### Routed clock nets over the placement

(1.5 px per um)
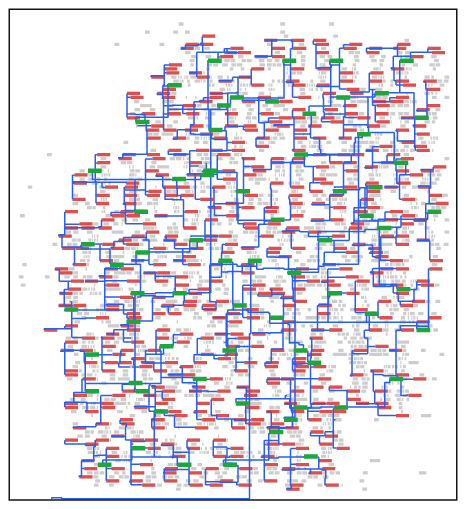
### Metal 4

(1 px per um)
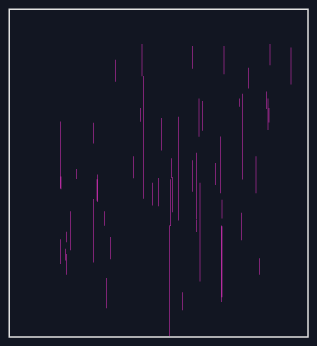
### Floorplan with the power grid

(1.5 px per um) Pins as bars on the die edge.
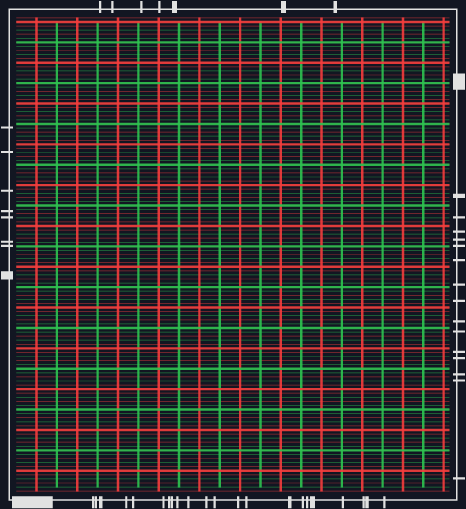
### Cell density map

The die is cut into 30 by 33 equal tiles; white is low, dark blue is high, 0 to 100% covered.
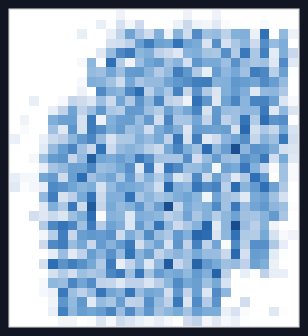
## src/rtl/io_bus_responder.sv

```systemverilog
// io_bus_responder
// Bus-side responder for the I/O window of the shared 32-bit memory bus.
// Answers fixed-length wrapping burst reads and writes into a small bank of
// 32-bit device registers. Every transaction is 2^BEATW beats, preceded by
// LAT wait cycles after acceptance. All outputs are registered.
//
// Optional feature macro: IO_RESP_BUSY_EN
//   defined   -> busy is high from the cycle after acceptance through the
//                last beat, so the arbiter cannot regrant mid-burst.
//   undefined -> busy is tied low and no busy logic is built.
module io_bus_responder #(
    parameter int IDXW  = 4,   // register index width, bank depth = 2^IDXW
    parameter int BEATW = 2,   // burst length exponent, 2^BEATW beats
    parameter int LAT   = 2    // wait cycles between acceptance and first beat
) (
    input  logic        clk,
    input  logic        reset,     // asynchronous, active-low
    input  logic        en,
    input  logic        rd_wr,     // 0 = read, 1 = write
    input  logic [31:0] addr,
    input  logic [31:0] data_in,
    output logic [31:0] data_out,
    output logic        data_oe,
    output logic        valid,
    output logic        busy
);

    localparam int DEPTH = 1 << IDXW;
    localparam int NBEAT = 1 << BEATW;
    localparam logic [IDXW-1:0] WRAP_MASK = IDXW'(NBEAT - 1);

    typedef enum logic [1:0] {
        IDLE,
        WAIT,
        XFER
    } state_t;

    state_t           state_q, state_d;
    logic [3:0]       wait_q,  wait_d;
    logic [BEATW-1:0] beat_q,  beat_d;
    logic [IDXW-1:0]  start_q, start_d;
    logic             write_q, write_d;
    logic [IDXW-1:0]  cur_idx;
    logic [IDXW-1:0]  nxt_idx;
    logic [31:0]      bank [DEPTH];

    // Beat index: the low BEATW bits advance and wrap, the upper bits stay
    // fixed, so a burst never leaves its aligned block.
    function automatic logic [IDXW-1:0] beat_index(input logic [IDXW-1:0]  start,
                                                   input logic [BEATW-1:0] beat);
        return (start & ~WRAP_MASK) | ((start + IDXW'(beat)) & WRAP_MASK);
    endfunction

    assign cur_idx = beat_index(start_q, beat_q);
    assign nxt_idx = beat_index(start_d, beat_d);

    // Next-state logic: accept in IDLE, count latency in WAIT, step beats in XFER.
    always_comb begin
        // NOTE: every signal driven here gets a default first, so no path
        // leaves one unassigned and no latch is inferred.
        state_d = state_q;
        wait_d  = wait_q;
        beat_d  = beat_q;
        start_d = start_q;
        write_d = write_q;
        unique case (state_q)
            IDLE: begin
                if (en) begin
                    start_d = addr[IDXW+1:2];
                    write_d = rd_wr;
                    beat_d  = '0;
                    wait_d  = '0;
                    state_d = (LAT == 0) ? XFER : WAIT;
                end
            end
            WAIT: begin
                wait_d = wait_q + 4'd1;
                if (wait_d == 4'(LAT)) state_d = XFER;
            end
            XFER: begin
                if (beat_q == '1) state_d = IDLE;
                else              beat_d  = beat_q + BEATW'(1);
            end
            default: state_d = IDLE;
        endcase
    end

    // Control state register; en is only looked at in IDLE, so dropping it
    // cannot abort a transaction.
    always_ff @(posedge clk or negedge reset) begin
        // NOTE: sequential state uses non-blocking assignments so every flop
        // samples the pre-edge value of its inputs.
        if (!reset) begin
            state_q <= IDLE;
            wait_q  <= '0;
            beat_q  <= '0;
            start_q <= '0;
            write_q <= 1'b0;
        end else begin
            state_q <= state_d;
            wait_q  <= wait_d;
            beat_q  <= beat_d;
            start_q <= start_d;
            write_q <= write_d;
        end
    end

    // Registered beat outputs, driven from the next state so they line up
    // with the beat cycle itself; read data reflects the bank before the edge.
    always_ff @(posedge clk or negedge reset) begin
        if (!reset) begin
            valid    <= 1'b0;
            data_oe  <= 1'b0;
            data_out <= '0;
        end else begin
            valid    <= (state_d == XFER);
            data_oe  <= (state_d == XFER) && !write_d;
            data_out <= ((state_d == XFER) && !write_d) ? bank[nxt_idx] : '0;
        end
    end

    // Register bank: write beats commit data_in at the edge ending the beat.
    always_ff @(posedge clk or negedge reset) begin
        // NOTE: the bank must clear on reset, which makes it a flop array
        // rather than a RAM; fine at this depth.
        if (!reset) begin
            for (int i = 0; i < DEPTH; i++) bank[i] <= '0;
        end else if ((state_q == XFER) && write_q) begin
            bank[cur_idx] <= data_in;
        end
    end

`ifdef IO_RESP_BUSY_EN
    // Busy covers every cycle after acceptance up to and including the last beat.
    always_ff @(posedge clk or negedge reset) begin
        if (!reset) busy <= 1'b0;
        else        busy <= (state_d != IDLE);
    end
`else
    assign busy = 1'b0;
`endif

endmodule

```

## config.mk

```make
export PLATFORM = sky130hd
export DESIGN_NAME = io_bus_responder
export DESIGN_NICKNAME = d
export VERILOG_FILES = /design/src/rtl/io_bus_responder.sv
export SDC_FILE = /design/constraint.sdc
export NUM_CORES = 1
export LEC_CHECK = 0
export CORE_ASPECT_RATIO = 1.1
export CORE_MARGIN = 4
export CORE_UTILIZATION = 30
export DETAILED_ROUTE_END_ITERATION = 16
export GPL_ROUTABILITY_DRIVEN = 1
export HOLD_SLACK_MARGIN = 0.12
export PLACE_DENSITY_LB_ADDON = 0.15
export SLEW_MARGIN = 20
export SYNTH_ARGS = -nofsm -noshare
export SYNTH_HDL_FRONTEND = slang
export SYNTH_SLANG_ARGS = --single-unit
```

## constraint.sdc

```tcl
create_clock -name clk -period 7 [get_ports clk]
set_input_delay 1.75 -clock clk [delete_from_list [all_inputs] [get_ports clk]]
set_output_delay 1.75 -clock clk [all_outputs]
set_load 0.005 [all_outputs]
```

==> qor.yml <==
sta:
  timing.final.ws_setup_ns: 1.71
  post-route-period-util: 0.755
  setup-violations-final: 0
  finalHoldViolCount: 0
  rsz0062_at_grt: "no"
  fmax_mhz: 189
yosys:
  ys_ff: 559
  mux_area_frac: 0.293
  yosys_warnings: 0
  syn-cell-area_um2: 27600
  syn_nets: 2429
  synth_top_area_share: 0.507
  synth-adder-area-share: 0.00181
  synthTopCellsByArea: "dfrtp_1, mux2_2, nand2_1"
power_and_ir_drop:
  p_comb_frac: 0.410
  sequentialPowerShare: 0.343
  switching_share: 0.379
  p_sw_mw: 5.33
  fin_total_pwr_mw: 14.0
  power_density_nw_per_um2: 441
outcome:
  status: "finished clean"
critical_path:
  start_kind: "primary input"
  required_ns: 7.49
  crit_path_start: "en"
  slowest_delay_ns: 0.69
  cp_num_buf_inv: 3
  regToRegEndpoint: "data_out[10]"
  path_delay_family: "simple AND/OR/NAND/NOR gates"
  crit_fanout: 19
  worstSetupPathType: "in2reg"
cts:
  clock_sinks: 559
  cts_setup_buffers: 0
  root_buffer: "clkbuf_16"
  cts_resized: 0
  cts_tree: "built"
  hold_buffers: 0
die:
  die-area_um2: 97000
  tapCellCount: 1180
  ios: 103
  num_rows: 116
place:
  hpwl_um: 46000
  globalplace.congestion: 0.712
global_route:
  grt-ovfl-total: 0
  top_usage_layer: "met2"
  grt_max_degree: 169
layout:
  seq_area_frac: 0.440
  clk_share: 0.0679
  final_net_count: 2415
  design_area_um2: 31800
  n_all_buffers: 124
  largest_register_ffs: 512
route:
  drc: 0
  met2_length_um: 41900
  highest_layer: "met5"
  dr.pass1.iters: 5
  drtAntennaViolNets: 0
  dr_wl_met3_um: 3660
job:
  openroad.warnings: 73
  cap_violations: 0
min_path:
  hp-class: "reg2reg"
Notes on 'Routed clock nets over the placement' above:
blue -> clock wires  # length 8460 um
green -> clock drivers  # count 68
red -> flip-flops  # count 559
flops lie = spread over the die
clock network fraction of total power: 0.247
skew final: 0.0233 ns
worst-skew pair later-pin latency: 0.62 ns

Notes on 'Metal 4' above:
longest straight run = 122 um
wire length on this layer = 1900 um
detailed-route via count: 19300
final wirelength: 85800 um

Notes on 'Floorplan with the power grid' above:
green -> VDD
red -> VSS
rows = 116
met4 straps = 21
met1 rails = 117
signal pins = 103
Die Wd: 297 um
Die H: 326 um
Peak supply drop: 0.000406 V
CORE AREA: 91100 um2

Notes on 'Cell density map' above:
fullest tile = 89%
tiles over 75% full = 1.8%
nearly empty tiles = 23%
emptiest ninth of the die = top left
starting density of the core: 0.303
Util after Layout: 0.349

Power and IR drop assume default switching activity.
